==> run_1/wires.png <==
Drawn at 6 px/um.
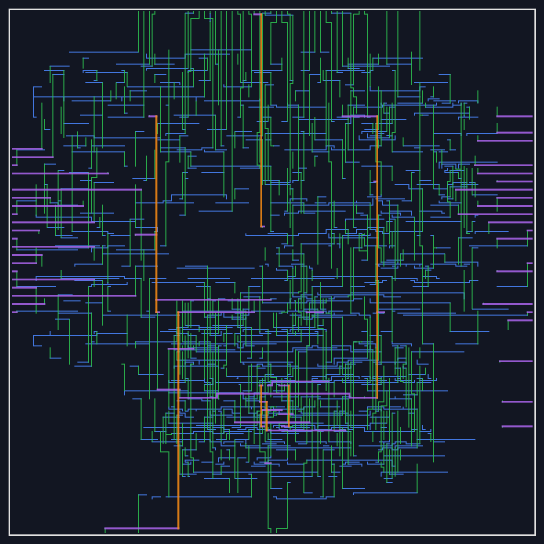
==> run_1/clocks.png <==
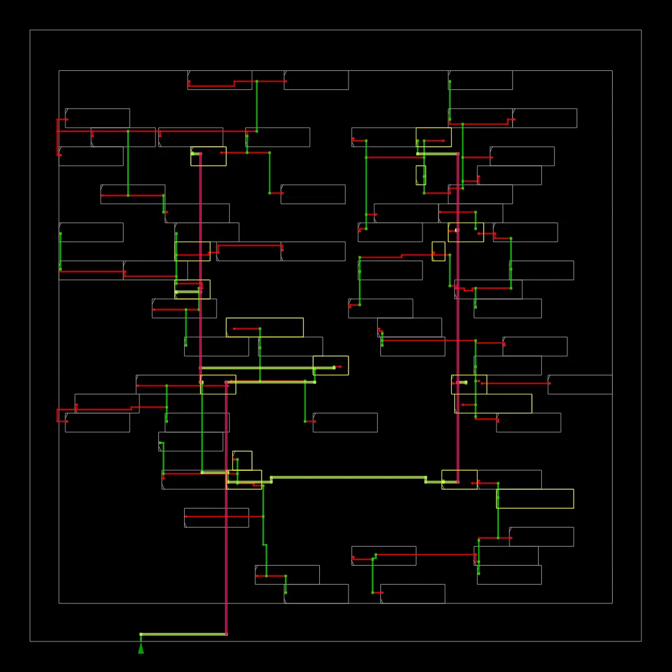
==> run_1/logic_types.png <==
Drawn at 3 px/um.
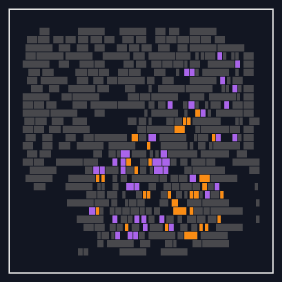
<file path="config.mk">
export PLATFORM = sky130hd
export DESIGN_NAME = z80_bus_master
export DESIGN_NICKNAME = d
export VERILOG_FILES = /design/src/rtl/z80_bus_master.sv
export SDC_FILE = /design/constraint.sdc
export NUM_CORES = 1
export LEC_CHECK = 0
export CAP_MARGIN = 20
export CORE_MARGIN = 4
export CORE_UTILIZATION = 42
export DETAILED_ROUTE_END_ITERATION = 12
export PLACE_DENSITY = 0.76
export RECOVER_POWER = 50
export SKIP_LAST_GASP = 1
export SLEW_MARGIN = 40
export SYNTH_ARGS = -nofsm -noshare
export SYNTH_HDL_FRONTEND = slang
export SYNTH_SLANG_ARGS = --single-unit
</file>
<file path="constraint.sdc">
create_clock -name clk -period 1.9 [get_ports clk]
set_input_delay 0.475 -clock clk [delete_from_list [all_inputs] [get_ports clk]]
set_output_delay 0.475 -clock clk [all_outputs]
set_load 0.01 [all_outputs]
</file>
<file path="src/rtl/z80_bus_master.sv">
// z80_bus_master
//   Bus initiator that turns single-beat host read/write requests into
//   Z80-style bus cycles (T1, T2, optional wait states TW, T3) on the system
//   bus. The slave stretches a cycle by holding ibus_mwait low; if it holds it
//   for TIMEOUT wait states the cycle is aborted and completes with rsp_err=1.
//
//   Host handshake: a request transfers on a clk edge where ena, req_valid and
//   req_ready are all 1. req_ready is 1 exactly while the FSM is IDLE, also in
//   the cycle that carries rsp_valid, so back-to-back requests need no gap.
//   req_* is sampled only on the transfer edge. rsp_valid is a one-ena-cycle
//   pulse with no back-pressure.
//
// Ports
//   clk, rstn, ena                 clock, async active-low reset, clock enable
//   req_valid/req_ready            host request handshake
//   req_we, req_addr, req_wdata    request: 1=write, address, write data
//   rsp_valid, rsp_rdata, rsp_err  completion pulse, read data, timeout abort
//   obus_addr, obus_dmaster        bus address and master data
//   obus_rdn, obus_wrn             active-low read/write strobes (registered)
//   obus_mreqn, obus_iorqn,
//   obus_m1n                       other bus strobes, held inactive (1)
//   ibus_mwait, ibus_dslave        slave wait (active low) and read data
//   dbg_state                      current FSM state (0 IDLE,1 T1,2 T2,3 TW,4 T3)
module z80_bus_master #(
  parameter int ADDR_W  = 16,
  parameter int DATA_W  = 8,
  parameter int TIMEOUT = 255
) (
  input  logic              clk,
  input  logic              rstn,
  input  logic              ena,
  input  logic              req_valid,
  output logic              req_ready,
  input  logic              req_we,
  input  logic [ADDR_W-1:0] req_addr,
  input  logic [DATA_W-1:0] req_wdata,
  output logic              rsp_valid,
  output logic [DATA_W-1:0] rsp_rdata,
  output logic              rsp_err,
  output logic [ADDR_W-1:0] obus_addr,
  output logic [DATA_W-1:0] obus_dmaster,
  output logic              obus_rdn,
  output logic              obus_wrn,
  output logic              obus_mreqn,
  output logic              obus_iorqn,
  output logic              obus_m1n,
  input  logic              ibus_mwait,
  input  logic [DATA_W-1:0] ibus_dslave,
  output logic [2:0]        dbg_state
);

  typedef enum logic [2:0] {
    S_IDLE = 3'd0,
    S_T1   = 3'd1,
    S_T2   = 3'd2,
    S_TW   = 3'd3,
    S_T3   = 3'd4
  } state_t;

  localparam logic [15:0] TO_LIMIT = 16'(TIMEOUT);

  state_t            r_state;
  state_t            w_next;
  logic              w_to_hit;
  logic              w_strobe_next;
  logic              r_we;
  logic              r_abort;
  logic [15:0]       r_cnt;
  logic [ADDR_W-1:0] r_addr;
  logic [DATA_W-1:0] r_dmaster;
  logic              r_rdn;
  logic              r_wrn;
  logic              r_rsp_valid;
  logic              r_rsp_err;
  logic [DATA_W-1:0] r_rsp_rdata;

  always_comb begin
    w_next   = r_state;
    w_to_hit = 1'b0;
    case (r_state)
      S_IDLE: if (req_valid) w_next = S_T1;
      S_T1:   w_next = S_T2;
      S_T2:   w_next = ibus_mwait ? S_T3 : S_TW;
      S_TW: begin
        if (ibus_mwait) begin
          w_next = S_T3;
        end else if (r_cnt == TO_LIMIT) begin
          w_next   = S_T3;
          w_to_hit = 1'b1;
        end
      end
      S_T3:   w_next = S_IDLE;
      default: w_next = S_IDLE;
    endcase
  end

  // Strobes are registered from the next state so they only ever change on a
  // clk edge; they are low for exactly the T2/TW/T3 states.
  assign w_strobe_next = (w_next == S_T2) || (w_next == S_TW) || (w_next == S_T3);

  always_ff @(posedge clk or negedge rstn) begin
    if (!rstn) begin
      r_state     <= S_IDLE;
      r_we        <= 1'b0;
      r_abort     <= 1'b0;
      r_cnt       <= 16'd0;
      r_addr      <= '0;
      r_dmaster   <= '0;
      r_rdn       <= 1'b1;
      r_wrn       <= 1'b1;
      r_rsp_valid <= 1'b0;
      r_rsp_err   <= 1'b0;
      r_rsp_rdata <= '0;
    end else if (ena) begin
      r_state     <= w_next;
      r_rdn       <= !(w_strobe_next && !r_we);
      r_wrn       <= !(w_strobe_next && r_we);
      // Completion pulse lasts one ena cycle; T3 re-arms it below.
      r_rsp_valid <= 1'b0;
      r_rsp_err   <= 1'b0;
      case (r_state)
        S_IDLE: begin
          if (req_valid) begin
            r_we    <= req_we;
            r_addr  <= req_addr;
            r_abort <= 1'b0;
            if (req_we) r_dmaster <= req_wdata;
          end
        end
        S_T2: if (!ibus_mwait) r_cnt <= 16'd1;
        S_TW: begin
          if (w_to_hit) r_abort <= 1'b1;
          else if (!ibus_mwait && r_cnt != 16'hFFFF) r_cnt <= r_cnt + 16'd1;
        end
        S_T3: begin
          r_rsp_valid <= 1'b1;
          r_rsp_err   <= r_abort;
          r_rsp_rdata <= (!r_we && !r_abort) ? ibus_dslave : '0;
        end
        default: ;
      endcase
    end
  end

  assign req_ready    = (r_state == S_IDLE);
  assign rsp_valid    = r_rsp_valid;
  assign rsp_rdata    = r_rsp_rdata;
  assign rsp_err      = r_rsp_err;
  assign obus_addr    = r_addr;
  assign obus_dmaster = r_dmaster;
  assign obus_rdn     = r_rdn;
  assign obus_wrn     = r_wrn;
  assign obus_mreqn   = 1'b1;
  assign obus_iorqn   = 1'b1;
  assign obus_m1n     = 1'b1;
  assign dbg_state    = r_state;

endmodule

</file>
==> flow_summary.ini, run 1 <==
; generated from flow reports
[outcome]
outcome = finished clean

[detailed_routing]
postRouteAntennaNets = 0
routed-wl-met3_um = 434
wl_met1_um = 2680
first_pass_iters = 4
wl_met2_um = 2990
drc_errors = 0

[final_layout]
layout.nets = 395
utilization = 0.649
top_area_cell_class = registers
fillers = 485
final_layout_size_suffix_gt1_frac = 0.227
nClkBuffers = 11
buf_share = 0.244
num_antenna_cells = 0
mostFrequentLayoutCells = clkdlybuf4s50_1, dfrtp_1, nand2_1

[synth]
ys_types = 45
ys_seq_elements = 57
top_cell = dfrtp_1
synth_area_per_cell_um2 = 10.6
top_cells_by_area = dfrtp_1, mux2_2, nand2_1
syn-cell-area_um2 = 2650

[die]
dieArea_um2 = 7640
die_width_um = 87.4
ios = 81
rows = 28
tapCellCount = 75
initCoreUtil = 0.440

[clocking]
postCtsSetupBuffers = 1
worstSkewPairLatency_ns = 0.34
htreeDepth = 3
root_buffer = clkbuf_8

[power_and_ir_drop]
seqPwrFrac = 0.361
powerDensity_nw_per_um2 = 1330
power_leakage_uw = 0.00171
peakVddDrop_mv = 0.839
total_power_uw = 5200

[setup_path]
cp_num_cells = 1
worstSetupStartpointType = flop
arrival_ns = 1.39
cp_top_family = flip-flops

[grt]
gr-usage-met1 = 0.212
grt_usage = 0.171

[sta]
rsz0062_at_grt = no
fin_setup_tns_ns = 0
setup_slack_ns = 0.0329
tightest_slew_ns = 1.37

[place]
place_hpwl_um = 4570
dpl-instance-area_um2 = 3660
dp.cells = 419
## Picture notes: wires.png
[metal 2] green | wire length: 2990 um
[metal 1] blue | wire length: 2680 um
[metal 4] orange | wire length: 169 um
[metal 3] purple | wire length: 435 um

## Picture notes: clocks.png
clk_skew: 0.00756 ns
Flops: 57
total CTS buffers: 9
CTS sink count: 57
Power Clock: 1390 uW

## Picture notes: logic_types.png
[inverting AOI/OAI gates] purple | cells: 39 | most used: o21ai_0
[NOR gates] orange | cells: 30 | most used: nor2_1

run 1: state kept, by name, indices dropped and copies added, names as in the netlist, 3 cells and up:
register,count
obus_addr,16
r_cnt,16
obus_dmaster,8
rsp_rdata,8
dbg_state,3
run 1: power groups by stage:
stage | Clock, uW | Sequential [uW] | Combinational [uW]
finish | 1390 | 1880 | 1930
global route | 1460 | 1940 | 2110
global placement | 0 | 1870 | 1940
CTS | 1410 | 1880 | 1980
detailed placement | 0 | 1900 | 1970
floorplan | 0 | 2060 | 655
run 1: cells by family (layout without fill, tap and decap cells):
group	count (synthesis)	in the layout	synth area share
fa+ha+maj	1	1	0.00472
other cells	1	3	0.00142
mux	25	25	0.106
xor+xnor	4	4	0.0132
buf+inv	19	127	0.0350
compound gates	44	44	0.101
flops	57	57	0.539
simple gates	100	100	0.199
==> run_1/clk_routes.png <==
Drawn at 3 px/um.
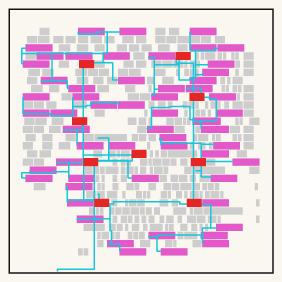

==> inputs of run 2 (changes only) <==
--- a/config.mk
+++ b/config.mk
@@ -9,6 +9,7 @@
 export CORE_MARGIN = 4
 export CORE_UTILIZATION = 42
 export DETAILED_ROUTE_END_ITERATION = 12
+export GPL_TIMING_DRIVEN = 0
 export PLACE_DENSITY = 0.76
 export RECOVER_POWER = 50
 export SKIP_LAST_GASP = 1
==> run_2/clk_routes.png <==
Drawn at 3 px/um.
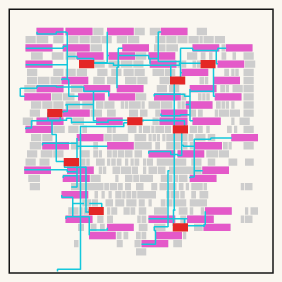
[clock wires] cyan | length: 818 um
[clock drivers] red | count: 9
[flip-flops] magenta | count: 57
routed clock nets: 10

==> run_2/clocks.png <==
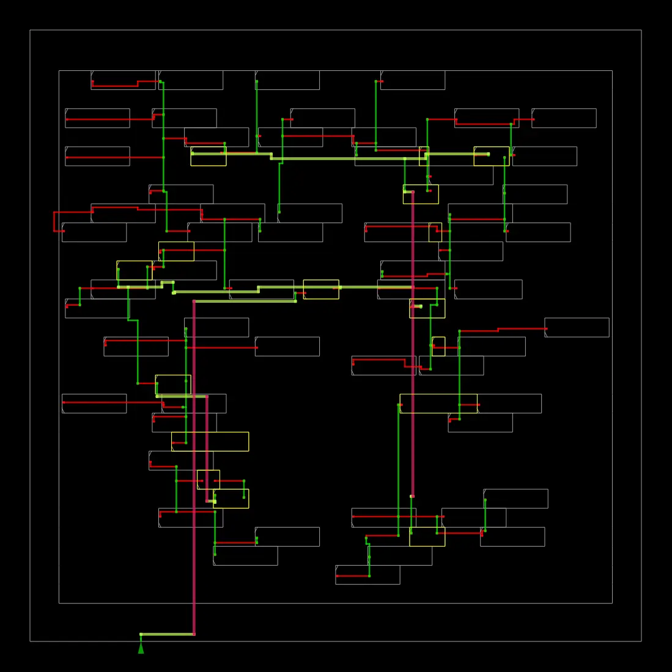
Power Clock: 1270 uW
# clk buffers: 11
clk_skew: 0.00576 ns
Clock Latency Late Sink: 0.34 ns

==> run 2 against run 1 <==
Flip-flop count did not move; maximum frequency shrank 1.4%; critical path type is now reg2reg; synthesized cell count is the same; clock skew fell by 0.0018 ns; power shrank 0.35%; register-to-register slack got worse by 0.09 ns; sequential power hardly changed; combinational power up 6%; clock power down 9%; hold slack got worse by 0.27 ns; first-iteration DRC count increased by 28%; clock-buffer cell count stayed put.
==> flow_summary.ini, run 2 <==
; generated from flow reports
[final_layout]
layout.nets = 390
num_antenna_cells = 0
final_layout_size_suffix_gt1_frac = 0.239
mostFrequentLayoutCells = clkdlybuf4s50_1, dfrtp_1, nand2_1
fillers = 477
seq_cell_count = 57

[synth]
top_logic_kind = simple AND/OR/NAND/NOR gates
synth_area_per_cell_um2 = 10.6
syn-cell-area_um2 = 2650
xor_share = 0.0132
ys_types = 45
ys_seq_elements = 57
fa_ha_area_frac = 0.00472
aoi_share = 0.101
mux_area_frac = 0.106
synthSimpleGateAreaFrac = 0.199

[setup_path]
cp_top_family = simple AND/OR/NAND/NOR gates
arrival_ns = 2.16
cp_num_cells = 5

[detailed_routing]
routed-wl-met3_um = 523
first_pass_iters = 6
drc_errors = 0
wl_met2_um = 3220

[place]
dpl-instance-area_um2 = 3540
dp.cells = 406
place_hpwl_um = 4570

[clocking]
numCtsBuffers = 9
clock-sinks = 57

[power_and_ir_drop]
seqPwrFrac = 0.359
peakVddDrop_mv = 0.962
pg_comb_uw = 2050
total_power_uw = 5180
powerDensity_nw_per_um2 = 1320
maxPowerGroup = combinational cells

[die]
die_width_um = 87.4
dieArea_um2 = 7640
initCoreUtil = 0.440
tapCellCount = 75
ios = 81

[outcome]
outcome = finished clean

[sta]
tightest_slew_ns = 0.778

[grt]
grt_usage = 0.175
run 2: cell types whose count changed in the layout (fill, tap and decap cells not counted), sizes merged:
cell,previous run,this run
clkdlybuf4s15,0,1
buf,23,16
clkinv,1,3
clkdlybuf4s25,2,1
dlygate4sd3,1,0
clkinvlp,1,0
dlygate4sd2,2,3
dlymetal6s2s,1,0
clkdlybuf4s50,70,71
clkbuf,16,18
bufinv,3,2
run 2: repair_timing:
action | 4_1_cts | 5_1_grt
setup buffers | 1 | 8
pin swaps | 1 | 4
resized | 19 | 17
cloned | 0 | 0
setup endpoints to repair | 35 | 39
run 2: routing by layer:
layer	track usage	vias to the layer above
li1	-	1096
met1	0.211	1074
met2	0.266	82
met3	0.0757	11
met4	0.0851	0
met5	0	-
==> run_2/logic_types.png <==
Drawn at 3 px/um.
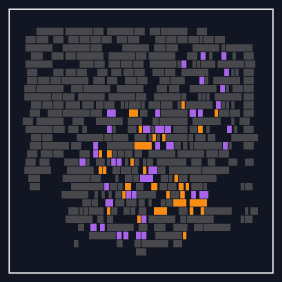

==> inputs of run 3 (changes only) <==
--- a/config.mk
+++ b/config.mk
@@ -10,10 +10,10 @@
 export CORE_UTILIZATION = 42
 export DETAILED_ROUTE_END_ITERATION = 12
 export GPL_TIMING_DRIVEN = 0
+export MAX_ROUTING_LAYER = met4
 export PLACE_DENSITY = 0.76
 export RECOVER_POWER = 50
 export SKIP_LAST_GASP = 1
-export SLEW_MARGIN = 40
 export SYNTH_ARGS = -nofsm -noshare
 export SYNTH_HDL_FRONTEND = slang
 export SYNTH_SLANG_ARGS = --single-unit
==> run_3/logic_types.png <==
Drawn at 3 px/um.
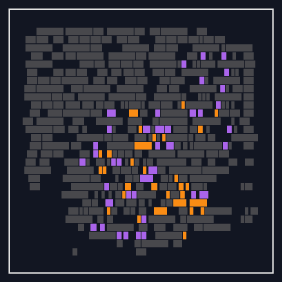
[NOR gates] orange | cells: 30 | most used: nor2_1
[inverting AOI/OAI gates] purple | cells: 39 | most used: o21ai_0

==> run_3/power_grid.png <==
Drawn at 4 px/um. Pins as bars on the die edge.
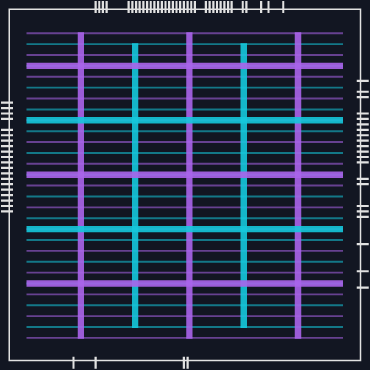
[VSS] purple
[VDD] cyan
met1 rails: 29
rows: 28
signal pins: 81

==> run 3 against run 2 <==
Synthesized cell count unchanged; first-iteration DRC count up 9.7%; global-route usage grew 0.51 points; critical path type unchanged; largest cell class unchanged; largest power group unchanged.
==> flow_summary.ini, run 3 <==
; generated from flow reports
[final_layout]
num_antenna_cells = 0
final_layout_size_suffix_gt1_frac = 0.239
top_area_cell_class = registers
utilization = 0.650
seq_cell_count = 57
buf_share = 0.238

[clocking]
root_buffer = clkbuf_8
numCtsBuffers = 9
worstSkewPairLatency_ns = 0.34
clock-sinks = 57

[sta]
setup_slack_ns = 0.00701
tightest_slew_ns = 0.780
clock-skew-final_ns = 0.00654

[place]
dpl-instance-area_um2 = 3540

[power_and_ir_drop]
power_leakage_uw = 0.00169
total_power_uw = 5190

[outcome]
outcome = finished clean

[die]
ios = 81
die_width_um = 87.4
rows = 28
tapCellCount = 75

[detailed_routing]
postRouteAntennaNets = 0
wl_met1_um = 2730
routed-wl-met3_um = 526
wl_met2_um = 3210

[setup_path]
worstSetupStartpointType = flop
arrival_ns = 2.16

[synth]
syn-cell-area_um2 = 2650
synth_area_per_cell_um2 = 10.6
ys_seq_elements = 57

[grt]
use_met3 = 0.0728
grtUsageMet2 = 0.266
run 3: cell counts after synthesis:
Identical to the previous run, type by type.
run 3: worst max-delay path, cell delays in order (launching register included):
cell       delay, ns
dfrtp_1         0.38
buf_6           0.14
nand4bb_4       0.24
or4_4           0.59
or3_4           0.34
a21oi_2         0.12
run 3: cell families (layout without fill, tap and decap cells):
logic type,count (synthesis),in the layout,share of synthesized area
other,1,3,0.00142
adder cells (fa/ha/maj),1,1,0.00472
buffers and inverters,19,122,0.0350
AND/OR/NAND/NOR,100,100,0.199
XOR/XNOR,4,4,0.0132
flip-flops,57,57,0.539
multiplexers,25,25,0.106
AND-OR/OR-AND,44,44,0.101
run 3: power by group:
group          total [uW]  internal [uW]  switching (uW)
sequential           1860           1630             228
combinational        2060           1210             844
clock                1270            772             498
Power is estimated from default activity; no workload was simulated.
